**src/rtl/lfsr_csr_pkg.sv**
```systemverilog
// lfsr_csr_pkg: register map, CTRL bit positions, default feedback mask and generator states for lfsr_csr_slave.
package lfsr_csr_pkg;
  localparam logic [4:0] OFF_CTRL    = 5'h00;
  localparam logic [4:0] OFF_SEED    = 5'h04;
  localparam logic [4:0] OFF_STATUS  = 5'h08;
  localparam logic [4:0] OFF_DATA    = 5'h0C;
  localparam logic [4:0] OFF_GEN_CNT = 5'h10;
  localparam int CTRL_RUN   = 0;
  localparam int CTRL_STEP  = 1;
  localparam int CTRL_FLUSH = 2;
  localparam logic [31:0] DEF_POLY = 32'h80200003;
  typedef enum logic [1:0] {IDLE, RUN, STALL} gen_state_t;
  function automatic logic [31:0] lfsr_next(input logic [31:0] s, input logic [31:0] poly);
    return s[0] ? (s >> 1) ^ poly : s >> 1;
  endfunction
endpackage

```
**src/rtl/lfsr_sync_fifo.sv**
```systemverilog
// lfsr_sync_fifo: synchronous first-word-fall-through FIFO with flush; a push into a full FIFO is accepted when a pop happens on the same edge.
module lfsr_sync_fifo #(
  parameter int W  = 32,
  parameter int AW = 3
) (
  input  logic          clk_i,
  input  logic          rst_i,
  input  logic          i_push,
  input  logic [W-1:0]  i_data,
  input  logic          i_pop,
  input  logic          i_flush,
  output logic [W-1:0]  o_head,
  output logic          o_full,
  output logic          o_empty,
  output logic [AW:0]   o_count
);
  localparam int D = 1 << AW;
  logic [W-1:0]  r_mem [D];
  logic [AW-1:0] r_wp, r_rp;
  logic [AW:0]   r_cnt;
  logic          w_push, w_pop;
  assign o_empty = r_cnt == '0;
  assign o_full  = r_cnt == (AW+1)'(D);
  assign o_count = r_cnt;
  assign o_head  = r_mem[r_rp];
  assign w_pop   = i_pop & ~o_empty;
  assign w_push  = i_push & (~o_full | w_pop);
  always_ff @(posedge clk_i) begin
    if (rst_i || i_flush) begin
      r_wp  <= '0;
      r_rp  <= '0;
      r_cnt <= '0;
    end else begin
      r_wp  <= r_wp + AW'(w_push);
      r_rp  <= r_rp + AW'(w_pop);
      r_cnt <= r_cnt + (AW+1)'(w_push) - (AW+1)'(w_pop);
    end
  end
  always_ff @(posedge clk_i) begin
    if (w_push) r_mem[r_wp] <= i_data;
  end
endmodule

```
**src/rtl/lfsr_csr_slave.sv**
```systemverilog
// lfsr_csr_slave: UDM bus slave streaming Galois LFSR words through a small FIFO, one word per DATA read.
// Define LFSR_CSR_GEN_CNT_EN to add the GEN_CNT pushed-word counter at offset 0x10.
module lfsr_csr_slave import lfsr_csr_pkg::*; #(
  parameter logic [31:0] BASE_ADDR      = 32'h00000010,
  parameter int          FIFO_DEPTH_POW = 3,
  parameter logic [31:0] POLY           = DEF_POLY
) (
  input  logic        clk_i,
  input  logic        rst_i,
  input  logic        bus_req_i,
  input  logic        bus_we_i,
  input  logic [31:0] bus_addr_bi,
  input  logic [3:0]  bus_be_bi,
  input  logic [31:0] bus_wdata_bi,
  output logic        bus_ack_o,
  output logic        bus_resp_o,
  output logic [31:0] bus_rdata_bo,
  output logic        hit_o
);
  localparam int CW = FIFO_DEPTH_POW + 1;
  logic [31:0]   w_off, w_head, w_rd_val, w_gen_cnt, w_status;
  logic [31:0]   r_lfsr, r_rdata;
  logic [4:0]    w_reg;
  logic [CW-1:0] w_count;
  logic          w_rd, w_wr, w_wr_ctrl, w_wr_seed, w_flush, w_step, w_gen, w_push, w_pop;
  logic          w_full, w_empty, w_uflow_set, w_uflow_clr;
  logic          r_uflow, r_resp;
  gen_state_t    r_state, w_state_nxt;
  // Subtracting the base lets one unsigned compare reject addresses on both sides of the window.
  assign w_off       = bus_addr_bi - BASE_ADDR;
  assign hit_o       = w_off < 32'd20;
  assign bus_ack_o   = bus_req_i & hit_o;
  assign w_reg       = {w_off[4:2], 2'b00};
  assign w_rd        = bus_ack_o & ~bus_we_i;
  assign w_wr        = bus_ack_o & bus_we_i & |bus_be_bi;
  assign w_wr_ctrl   = w_wr & (w_reg == OFF_CTRL);
  assign w_wr_seed   = w_wr & (w_reg == OFF_SEED);
  assign w_flush     = w_wr_seed | (w_wr_ctrl & bus_wdata_bi[CTRL_FLUSH]);
  assign w_step      = w_wr_ctrl & bus_wdata_bi[CTRL_STEP];
  assign w_pop       = w_rd & (w_reg == OFF_DATA) & ~w_empty;
  assign w_uflow_set = w_rd & (w_reg == OFF_DATA) & w_empty;
  assign w_uflow_clr = w_rd & (w_reg == OFF_STATUS);
  // A full FIFO still takes a word when the head leaves on the same edge, keeping the stream gap-free.
  assign w_gen       = (r_state == IDLE ? w_step : 1'b1) & (~w_full | w_pop);
  assign w_push      = w_gen & ~w_flush;
  always_comb begin
    w_state_nxt = r_state;
    w_state_nxt = w_wr_ctrl ? (bus_wdata_bi[CTRL_RUN] ? RUN : IDLE) :
                  r_state == IDLE ? IDLE :
                  (w_full & ~w_pop) ? STALL : RUN;
  end
  always_ff @(posedge clk_i) begin
    if (rst_i) r_state <= IDLE;
    else r_state <= w_state_nxt;
  end
  always_ff @(posedge clk_i) begin
    if (rst_i) r_lfsr <= 32'd1;
    else if (w_wr_seed) r_lfsr <= (bus_wdata_bi == '0) ? 32'd1 : bus_wdata_bi;
    else if (w_push) r_lfsr <= lfsr_next(r_lfsr, POLY);
  end
  always_ff @(posedge clk_i) begin
    if (rst_i) r_uflow <= 1'b0;
    else r_uflow <= w_uflow_set | (r_uflow & ~w_uflow_clr);
  end
  lfsr_sync_fifo #(.W(32), .AW(FIFO_DEPTH_POW)) u_fifo (
    .clk_i   (clk_i),
    .rst_i   (rst_i),
    .i_push  (w_push),
    .i_data  (r_lfsr),
    .i_pop   (w_pop),
    .i_flush (w_flush),
    .o_head  (w_head),
    .o_full  (w_full),
    .o_empty (w_empty),
    .o_count (w_count)
  );
`ifdef LFSR_CSR_GEN_CNT_EN
  logic [31:0] r_gen_cnt;
  always_ff @(posedge clk_i) begin
    if (rst_i || w_wr_seed || (w_wr && w_reg == OFF_GEN_CNT)) r_gen_cnt <= '0;
    else if (w_push) r_gen_cnt <= r_gen_cnt + 32'd1;
  end
  assign w_gen_cnt = r_gen_cnt;
`else
  assign w_gen_cnt = '0;
`endif
  assign w_status = {16'b0, 8'(w_count), 5'b0, r_uflow, w_full, w_empty};
  always_comb begin
    w_rd_val = '0;
    w_rd_val = w_reg == OFF_CTRL    ? {31'b0, r_state != IDLE} :
               w_reg == OFF_SEED    ? r_lfsr :
               w_reg == OFF_STATUS  ? w_status :
               w_reg == OFF_DATA    ? (w_empty ? 32'b0 : w_head) :
               w_reg == OFF_GEN_CNT ? w_gen_cnt : 32'b0;
  end
  always_ff @(posedge clk_i) begin
    if (rst_i) begin
      r_resp  <= 1'b0;
      r_rdata <= '0;
    end else begin
      r_resp  <= w_rd;
      r_rdata <= w_rd ? w_rd_val : '0;
    end
  end
  assign bus_resp_o   = r_resp;
  assign bus_rdata_bo = r_rdata;
endmodule
```
**config.mk**
```make
export PLATFORM = sky130hd
export DESIGN_NAME = lfsr_csr_slave
export DESIGN_NICKNAME = d
export VERILOG_FILES = /design/src/rtl/lfsr_csr_pkg.sv /design/src/rtl/lfsr_sync_fifo.sv /design/src/rtl/lfsr_csr_slave.sv
export SDC_FILE = /design/constraint.sdc
export NUM_CORES = 1
export LEC_CHECK = 0
export CORE_ASPECT_RATIO = 1.5
export CORE_MARGIN = 1
export CORE_UTILIZATION = 40
export CTS_CLUSTER_SIZE = 16
export DETAILED_ROUTE_END_ITERATION = 8
export PLACE_DENSITY = 0.67
export SYNTH_ARGS = -nofsm -noshare
export SYNTH_HDL_FRONTEND = slang
export SYNTH_SLANG_ARGS = --single-unit
```
**constraint.sdc**
```tcl
create_clock -name clk_i -period 15.3 [get_ports clk_i]
set_input_delay 2.295 -clock clk_i [delete_from_list [all_inputs] [get_ports clk_i]]
set_output_delay 2.295 -clock clk_i [all_outputs]
set_load 0.03 [all_outputs]
```
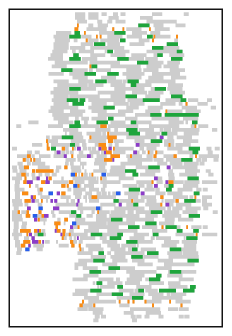
Fig. 1. Selected gate families.
| family | color | cells |
|---|---|---|
| xor and xnor cells | blue | 10 |
| nor cells | orange | 124 |
| mux cells | green | 105 |
| nand cells | purple | 45 |
most numerous logic cell after layout: edfxtp_1
Comb area share: 26.8%
fin cells: 1400

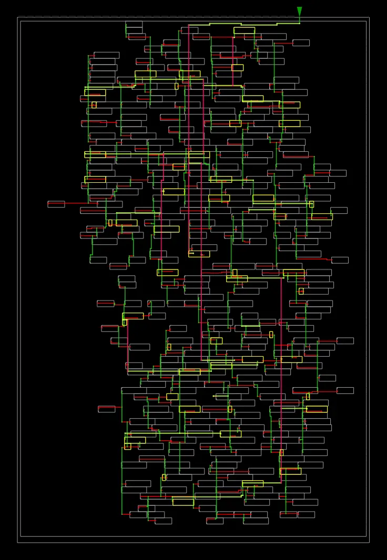
Fig. 2. Clock wiring as the flow saved it.
Worst Skew: 10.9 ps
Inserted Clock Buffers: 29
clk pwr: 0.000738 W
flip-flops: 334
# clock sinks: 334

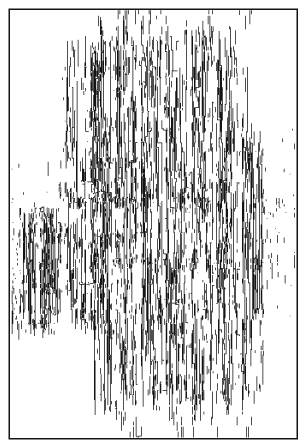
Fig. 3. The metal 2 layer.
wire length on this layer: 16700 um
nets with wire on the layer: 916
share of all routed wire: 51%
main direction: vertical
longest straight run: 76.3 um

==> run notes <==
impl run done, here's what came out: Worst-path clk slew 60 ps, Comb power frac 2.5%, Psw 0.000337 W, outcome finished, final reports clean, WL met2 16.7 mm, Signal buffers 121, WL/cell 23.5 um, # resized after CTS 0, comb_multi_in 449, Hold Crit Class flip-flop to flip-flop, DRC violations left 0, Slew Limit Headroom 23.5%, inverter count 17, YS chip area 13900 um2, die area 35500 um2, commonest cells after routing, fill and taps aside edfxtp_1 (256), clkdlybuf4s50_1 (103), dfxtp_1 (75), sequential area share after synthesis 66.6%, share of power burned in registers 55.2%, core area 34200 um2, Seq. pwr 0.000962 W, yosys simple share 8.03%, Fin. Hold Viols 0, Top logic family multiplexers, Tcrit/Tclk final 56.1%, WP depth 12, Hold Path Stages 2, Syn-to-layout area delta 18.1%, crit path DRT 13010 ps, initial antenna violation count 1, Max clock buf depth 3, Leak 4.88 nW, Top reg by flops u_fifo.r_mem, Synth flops 334, Tot GR Track Use 18.8%, Vias 8154, Post-synth EDFFs 256, Max Used Layer met4, Hold-fix buffers, CTS 0, sequential share of cell area 56.5%, CP max stage cell clkdlybuf4s50_1, Tool Warnings 30, MUX area fraction 13.7%, post-DR vias/cell 5.82, CP Buf/Inv Count 5, Largest register FFs 256, Setup crit start bus_addr_bi[4], Crit path arrival time 6290 ps, gr ovfl total 0, critical path's largest stage delay 910 ps, Die Y 230 um, antenna cell count 1, met2 usage 32.7%, Syn Std Cell Area 13900 um2, drt total wl 32.9 mm, Top delay family on crit path buffers and inverters, pre-CTS WS 6740 ps, Max-Cap Viols 0, via count of the first global-routing pass 8252, layout cells sized above 1 22.2%, Non-clock buffers, area share 7.10%, worst reg2reg path endpoint u_fifo.r_mem[3][1], GPL Wtd Cong 0.885, synthesized area per cell 16.4 um2, WHS Endpoint r_uflow, P per Cell Area 106 nW/um2, Worst Tran Pin Value 1150 ps, Antenna Nets Post-Route 0, row cnt 83, Synth top area share 55.4%, Final setup viols 0, Top FF cell, synth edfxtp_1, achievable frequency 116 MHz, Worst-Skew Late Latency 550 ps, post-route cell area 16400 um2, critical path fanouts, max 15, yosys adder share 1.23%, Cells after DPL 1346, metal3 WL 2.24 mm, post-layout min period 8590 ps, NumNets Final 1037, post-synth net total 933, setup TNS 0 ps, Compound Share, Synth 7.79%, Reg area 9260 um2, Worst VDD drop 0.0693 mV
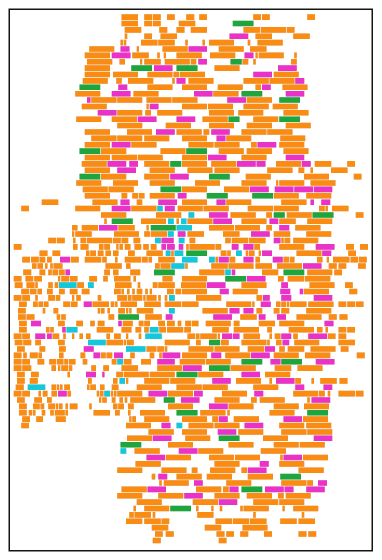
Fig. 4. Sizing map.
| size | color | cells |
|---|---|---|
| x6 and larger | green | 39 |
| x2 | magenta | 147 |
| x1 and smaller | orange | 758 |
| x3 and x4 | cyan | 30 |

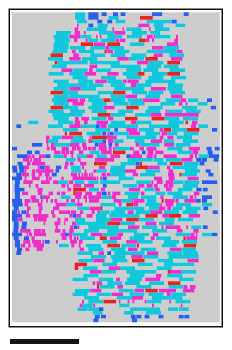
Fig. 5. Placed cells, one color a class.
Scale bar: 50 um. Fill, decap, tap and diode cells in gray.
| class | color | cells |
|---|---|---|
| remaining buffers and delay cells | blue | 121 |
| remaining logic cells | magenta | 466 |
| registers | cyan | 334 |
| clock drivers and dummy loads | red | 53 |

No activity file was given, so power comes from the tool's default toggle rates.
